A small window of the routed layout:
Region (2, 47) to (42, 87) um. Cells in gray, sequential cells in the stronger gray; small squares are vias.
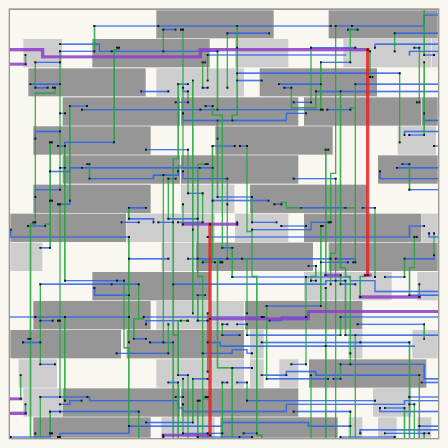
Sequential cells grouped by signal name:
The bar under the picture is 20 um long. Other sequential cells in the stronger gray, the rest of the logic in the fainter gray.
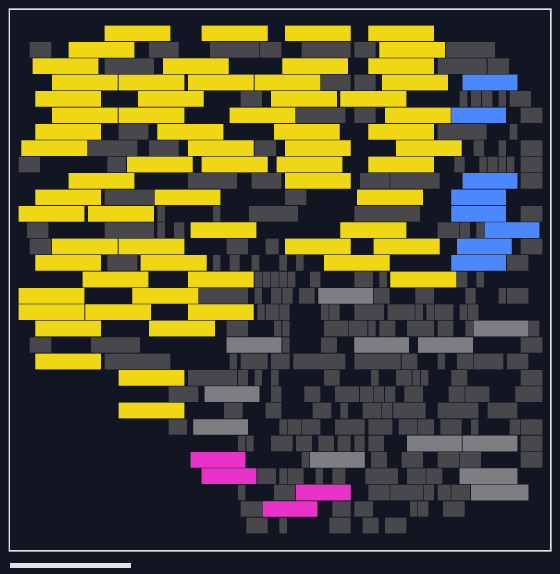
$ cat src/rtl/fifo_level_pkg.sv
// -----------------------------------------------------------------------------
// fifo_level_pkg
// Shared sizing helpers for every FIFO instance on the I2C/APB path.
// Depth and pointer width are derived here so that all FIFOs agree on how
// an ADDRESS_SIZE parameter turns into storage depth and pointer bits.
//
// Contents:
//   DEFAULT_DATA_SIZE     default word width in bits
//   DEFAULT_ADDRESS_SIZE  default log2 of depth
//   fifoDepth()           2**addressSize
//   ptrWidth()            addressSize + 1 (extra MSB separates full from empty)
// -----------------------------------------------------------------------------
package fifo_level_pkg;

    localparam int DEFAULT_DATA_SIZE    = 8;
    localparam int DEFAULT_ADDRESS_SIZE = 3;

    // Number of storage words for a given address width.
    function automatic int fifoDepth(input int addressSize);
        return 1 << addressSize;
    endfunction

    // Pointers carry one extra bit that toggles on every wrap, so equal low
    // bits with differing MSBs means full and identical pointers mean empty.
    function automatic int ptrWidth(input int addressSize);
        return addressSize + 1;
    endfunction

endpackage

$ cat src/rtl/fifo_mem.sv
// -----------------------------------------------------------------------------
// fifo_mem
// Dual-port storage array for fifo_level: one synchronous write port and one
// asynchronous read port. The array is deliberately not reset.
//
// Ports:
//   clk        rising-edge clock for the write port
//   wrEn_i     write enable
//   wrAddr_i   write address (ADDRESS_SIZE bits)
//   wrData_i   write data (DATA_SIZE bits)
//   rdAddr_i   read address (ADDRESS_SIZE bits)
//   rdData_o   combinational read data at rdAddr_i
// -----------------------------------------------------------------------------
module fifo_mem
    import fifo_level_pkg::*;
#(
    parameter int DATA_SIZE    = DEFAULT_DATA_SIZE,
    parameter int ADDRESS_SIZE = DEFAULT_ADDRESS_SIZE
) (
    input  logic                    clk,
    input  logic                    wrEn_i,
    input  logic [ADDRESS_SIZE-1:0] wrAddr_i,
    input  logic [DATA_SIZE-1:0]    wrData_i,
    input  logic [ADDRESS_SIZE-1:0] rdAddr_i,
    output logic [DATA_SIZE-1:0]    rdData_o
);

    localparam int DEPTH = fifoDepth(ADDRESS_SIZE);

    logic [DATA_SIZE-1:0] mem_q [DEPTH];

    // Write port: storage has no reset so it maps onto plain RAM.
    always_ff @(posedge clk) begin
        if (wrEn_i) begin
            mem_q[wrAddr_i] <= wrData_i;
        end
    end

    // Asynchronous read port feeds both the registered and the
    // first-word-fall-through output paths in the parent.
    assign rdData_o = mem_q[rdAddr_i];

endmodule

$ cat src/rtl/fifo_level.sv
// -----------------------------------------------------------------------------
// fifo_level
// Synchronous FIFO with registered level count, full/empty and threshold
// flags, sticky overflow/underflow, synchronous flush and an optional
// first-word-fall-through read path.
//
// Parameters:
//   DATA_SIZE     word width
//   ADDRESS_SIZE  log2 of depth
//   AF_LEVEL      ALMOST_FULL when LEVEL >= AF_LEVEL
//   AE_LEVEL      ALMOST_EMPTY when LEVEL <= AE_LEVEL
//   FWFT          0 = DATA_OUT loaded on the read edge, 1 = head word shown
//
// Ports:
//   clk, reset                clock, asynchronous active-high reset
//   CLEAR                     synchronous flush, wins over W_ENA/R_ENA
//   W_ENA, DATA_IN            write request and data
//   R_ENA, DATA_OUT           read request and data
//   WRITE_FULL, READ_EMPTY    LEVEL == DEPTH, LEVEL == 0
//   ALMOST_FULL, ALMOST_EMPTY threshold flags
//   LEVEL                     stored word count 0..DEPTH
//   OVERFLOW, UNDERFLOW       sticky error flags, cleared by CLEAR or reset
// -----------------------------------------------------------------------------
module fifo_level
    import fifo_level_pkg::*;
#(
    parameter int DATA_SIZE    = DEFAULT_DATA_SIZE,
    parameter int ADDRESS_SIZE = DEFAULT_ADDRESS_SIZE,
    parameter int AF_LEVEL     = fifoDepth(ADDRESS_SIZE) - 1,
    parameter int AE_LEVEL     = 1,
    parameter int FWFT         = 0
) (
    input  logic                  clk,
    input  logic                  reset,
    input  logic                  CLEAR,
    input  logic                  W_ENA,
    input  logic                  R_ENA,
    input  logic [DATA_SIZE-1:0]  DATA_IN,
    output logic [DATA_SIZE-1:0]  DATA_OUT,
    output logic                  WRITE_FULL,
    output logic                  READ_EMPTY,
    output logic                  ALMOST_FULL,
    output logic                  ALMOST_EMPTY,
    output logic [ADDRESS_SIZE:0] LEVEL,
    output logic                  OVERFLOW,
    output logic                  UNDERFLOW
);

    localparam int DEPTH = fifoDepth(ADDRESS_SIZE);
    localparam int PTR_W = ptrWidth(ADDRESS_SIZE);

    typedef logic [PTR_W-1:0] ptr_t;

    localparam ptr_t DEPTH_LVL = ptr_t'(DEPTH);
    localparam ptr_t AF_LVL    = ptr_t'(AF_LEVEL);
    localparam ptr_t AE_LVL    = ptr_t'(AE_LEVEL);

    ptr_t wrPtr_q, wrPtr_d;
    ptr_t rdPtr_q, rdPtr_d;
    ptr_t level_q, level_d;
    logic full_q, full_d;
    logic empty_q, empty_d;
    logic almostFull_q, almostFull_d;
    logic almostEmpty_q, almostEmpty_d;
    logic overflow_q, overflow_d;
    logic underflow_q, underflow_d;
    logic [DATA_SIZE-1:0] dataOut_q, dataOut_d;

    logic wrAccept;
    logic rdAccept;
    logic memWrEn;
    logic [DATA_SIZE-1:0] memRdData;

    // Acceptance uses the registered flags, i.e. the state at the start of
    // the cycle, so a simultaneous read cannot make room for a write on a
    // full FIFO (and vice versa on an empty one).
    assign wrAccept = W_ENA && !full_q;
    assign rdAccept = R_ENA && !empty_q;
    assign memWrEn  = wrAccept && !CLEAR;

    fifo_mem #(
        .DATA_SIZE    (DATA_SIZE),
        .ADDRESS_SIZE (ADDRESS_SIZE)
    ) u_mem (
        .clk      (clk),
        .wrEn_i   (memWrEn),
        .wrAddr_i (wrPtr_q[ADDRESS_SIZE-1:0]),
        .wrData_i (DATA_IN),
        .rdAddr_i (rdPtr_q[ADDRESS_SIZE-1:0]),
        .rdData_o (memRdData)
    );

    // Next-state logic. CLEAR flushes pointers, count and error flags but
    // leaves the read data register alone. Flags are derived from the next
    // level so they are registered alongside it.
    always_comb begin
        wrPtr_d     = wrPtr_q;
        rdPtr_d     = rdPtr_q;
        level_d     = level_q;
        overflow_d  = overflow_q;
        underflow_d = underflow_q;
        dataOut_d   = dataOut_q;

        if (CLEAR) begin
            wrPtr_d     = '0;
            rdPtr_d     = '0;
            level_d     = '0;
            overflow_d  = 1'b0;
            underflow_d = 1'b0;
        end else begin
            if (wrAccept) begin
                wrPtr_d = wrPtr_q + ptr_t'(1);
            end
            if (rdAccept) begin
                rdPtr_d   = rdPtr_q + ptr_t'(1);
                dataOut_d = memRdData;
            end
            case ({wrAccept, rdAccept})
                2'b10:   level_d = level_q + ptr_t'(1);
                2'b01:   level_d = level_q - ptr_t'(1);
                default: level_d = level_q;
            endcase
            overflow_d  = overflow_q  || (W_ENA && full_q);
            underflow_d = underflow_q || (R_ENA && empty_q);
        end

        full_d        = (level_d == DEPTH_LVL);
        empty_d       = (level_d == '0);
        almostFull_d  = (level_d >= AF_LVL);
        almostEmpty_d = (level_d <= AE_LVL);
    end

    // State registers; the storage array itself lives in fifo_mem and is
    // not touched by reset.
    always_ff @(posedge clk or posedge reset) begin
        if (reset) begin
            wrPtr_q       <= '0;
            rdPtr_q       <= '0;
            level_q       <= '0;
            full_q        <= 1'b0;
            empty_q       <= 1'b1;
            almostFull_q  <= 1'b0;
            almostEmpty_q <= 1'b1;
            overflow_q    <= 1'b0;
            underflow_q   <= 1'b0;
            dataOut_q     <= '0;
        end else begin
            wrPtr_q       <= wrPtr_d;
            rdPtr_q       <= rdPtr_d;
            level_q       <= level_d;
            full_q        <= full_d;
            empty_q       <= empty_d;
            almostFull_q  <= almostFull_d;
            almostEmpty_q <= almostEmpty_d;
            overflow_q    <= overflow_d;
            underflow_q   <= underflow_d;
            dataOut_q     <= dataOut_d;
        end
    end

    // In fall-through mode the head word is shown straight from the array
    // while the FIFO holds data; zero is driven while empty so the output
    // matches the reset value instead of stale storage.
    assign DATA_OUT     = (FWFT != 0) ? (empty_q ? '0 : memRdData) : dataOut_q;
    assign WRITE_FULL   = full_q;
    assign READ_EMPTY   = empty_q;
    assign ALMOST_FULL  = almostFull_q;
    assign ALMOST_EMPTY = almostEmpty_q;
    assign LEVEL        = level_q;
    assign OVERFLOW     = overflow_q;
    assign UNDERFLOW    = underflow_q;

endmodule

$ cat config.mk
export PLATFORM = sky130hd
export DESIGN_NAME = fifo_level
export DESIGN_NICKNAME = d
export VERILOG_FILES = /design/src/rtl/fifo_level_pkg.sv /design/src/rtl/fifo_mem.sv /design/src/rtl/fifo_level.sv
export SDC_FILE = /design/constraint.sdc
export NUM_CORES = 1
export LEC_CHECK = 0
export ABC_AREA = 0
export CORE_MARGIN = 1
export CORE_UTILIZATION = 49
export DETAILED_ROUTE_END_ITERATION = 16
export PLACE_DENSITY = 0.69
export RECOVER_POWER = 100
export SKIP_CTS_REPAIR_TIMING = 1
export SYNTH_ARGS = -nofsm -noshare
export SYNTH_HDL_FRONTEND = slang
export SYNTH_SLANG_ARGS = --single-unit
$ cat constraint.sdc
create_clock -name clk -period 2.42 [get_ports clk]
set_input_delay 0.605 -clock clk [delete_from_list [all_inputs] [get_ports clk]]
set_output_delay 0.605 -clock clk [all_outputs]
set_load 0.02 [all_outputs]
==> out/metrics.csv <==
stage,metric,value,unit
timing,slew margin rel.,0.1560,
place,port buffer count,30,
clock_tree,clk sinks,88,
floorplanning,Die H,89.55,um
grt,vias in the first global route,2085,
synthesis,Synth flops,88,
synthesis,Synth Seq Share,0.6722,
power,total power,4.433,mW
floorplanning,Top-Level Pins,31,
synthesis,Post-synth top flop,edfxtp_1,
finish,Final Net Count,311,
synthesis,Yosys top cell by area,edfxtp_1,
grt,GRT overflow,0,
floorplanning,Initial Utilization,0.5124,
place,DP Wirelength,4.674,mm
drt,DRC errors left,0,
drt,via-per-instance ratio,5.357,
grt,grt peak-use layer,met2,
outcome,status,"complete, no violations",
finish,P&R area growth vs syn,21.22,%
timing,hold slack final,0.4910,ns
synthesis,share of the synthesized area in the top cell type,0.5117,
timing,final hold vios,0,
power,clock share of power,0.262,
synthesis,# Cells Yosys,234,
synthesis,"count leader, synth",edfxtp_1,
place,pre-CTS setup slack,-0.3227,ns
drt,Iteration-0 DRC Markers,130,
drt,Total Wirelength,6.912,mm
finish,Non-Filler Instances,398,
synthesis,Floorplan Nets,251,
finish,n_diodes,0,
synthesis,Gate Count Post-Synth,234,
timing,Peak Freq,421.5,MHz
drt,DR vias,2132,
synthesis,Synth Warn #,0,
clock_tree,CTS HTree Levels,3,
drt,final antenna-violating net count,0,
grt,first-pass GRT wire length,10.72,mm
grt,largest net degree at the start of global routing,25,
grt,GRT Total Usage,0.1920,
clock_tree,Clock transition at path regs,0.09,ns
drt,Wirelength per Cell,17.37,um
worst_setup_path,worst endpoint required time,2.72,ns
min_path,worst hold path class,reg -> reg,
worst_setup_path,Max Fanout on Critical Path,4,
clock_tree,clock buffer depth,2,
floorplanning,Core Footprint,7331,um2
synthesis,synth unique cells,47,
power,Flop pwr share,0.436,
clock_tree,CTS Buf Count,9,
floorplanning,FP Rows,31,
timing,Final min period,2.372,ns
power,Int Pwr,3.078,mW
run,number of max-cap violations,0,
synthesis,synthesized cell area,3756,um2
place,placed instance count,381,
floorplanning,DIE AREA,8019,um2
synthesis,"top cells, area","edfxtp_1 (51%), dfrtp_1 (15%), mux4_2 (9.6%)",
grt,met2 Use GR,0.2934,
run,count of tool warnings,26,
synthesis,synthesis area per yosys,3756,um2
-- 'a small window of the routed layout' (at the start) --
legend:
  M3:
    color: purple
  M1:
    color: blue
  M2:
    color: green
  M4:
    color: red
sequential cells in the window: 29
netlist names of flops here include: u_mem.mem_q (29)
cells with their middle in the window: 53
most frequent: edfxtp_1 (29), mux4_2 (6), clkbuf_1 (5)

-- 'sequential cells grouped by signal name' (at the start) --
legend:
  LEVEL:
    color: magenta
    sequential_cells: 4
    where: bottom middle
  u_mem.mem_q:
    color: yellow
    sequential_cells: 64
  DATA_OUT:
    color: blue
    sequential_cells: 8
not colored: 12

==> metrics by stage <==
step | TNS, ns | area (um2) | util
floorplan | 0 | 3756 | -
global placement | -6.419 | 4340 | 0.5921
detailed placement | -7.330 | 4340 | 0.5921
CTS | 0 | 4576 | 0.6242
global route | -0.04385 | 4553 | 0.6211
finish | 0 | 4553 | 0.6211
==> power groups by stage <==
stage | combinational, mW | clock (mW) | sequential (mW)
global route | 1.47 | 1.24 | 1.96
global placement | 1.33 | 0 | 1.96
finish | 1.34 | 1.16 | 1.93
detailed placement | 1.34 | 0 | 1.97
CTS | 1.35 | 1.18 | 1.94
floorplan | 0.748 | 0 | 2.05
==> cells in the final DEF (no fill, tap or decap), drive strengths merged, types with 3 or more instances in the layout <==
master,n
xor2,3
ha,4
a31oi,3
dlygate4sd3,27
mux4,16
clkbuf,29
nor2,26
edfxtp,64
mux2i,10
or3,3
nand2b,3
nand2,9
buf,13
nor3,7
dfrtp,22
a21oi,16
xnor2,4
inv,8
==> state kept, by name, summed over array words and instances, names as in the netlist, 3 cells and up <==
| name | count |
|---|---|
| wrPtr_q | 3 |
| LEVEL | 4 |
| u_mem.mem_q | 64 |
| rdPtr_q | 3 |
| DATA_OUT | 8 |
==> logic make-up after synthesis <==
family / count (synthesis) / share of synthesized area
xor+xnor: 7 / 0.01632
simple gates: 58 / 0.08427
fa+ha+maj: 4 / 0.01332
compound gates: 32 / 0.06096
flops: 88 / 0.6722
buf+inv: 18 / 0.02631
mux: 27 / 0.1266
==> worst paths after layout <==
path | slack [ns] | endpoint | start | cells after the start
worst max-delay path | 0.05 | ALMOST_EMPTY | W_ENA | 11
worst min-delay path | 0.49 | UNDERFLOW | UNDERFLOW | 2
worst max register to register | 0.25 | ALMOST_EMPTY | READ_EMPTY | 10
worst min register to register | 0.49 | UNDERFLOW | UNDERFLOW | 2
max in group asynchronous | 0.57 | wrPtr_q[1] | reset | 3
min in group asynchronous | 1.09 | DATA_OUT[3] | reset | 3
==> worst max-delay path, cell delays in order <==
cell             delay, ns
clkdlybuf4s50_1       0.48
nor2b_4               0.15
inv_2                 0.06
nand2_1               0.08
xnor2_1               0.07
ha_2                  0.20
a21oi_2               0.16
a21boi_4              0.24
nor3_2                0.07
a211o_1               0.32
a31o_1                0.23
==> routing by layer <==
metal	routed length (um)	part of all wire	vias to the layer above
met5	0	0	-
met4	118	0.017	0
met3	213	0.031	16
met2	3279	0.47	46
met1	3300	0.48	1045
li1	-	-	1025
==> final cells by class <==
class	count	area, um2	share of cell area
Sequential cell	88	2525	0.5545
Multi-Input combinational cell	128	1165	0.2558
Timing Repair Buffer	62	478.0	0.1050
Clock buffer	10	137.6	0.03023
Tap cell	99	123.9	0.02721
Clock inverter	6	97.59	0.02143
Inverter	5	26.28	0.005771
Power figures rest on the tool's default switching activity, not on a simulated workload.
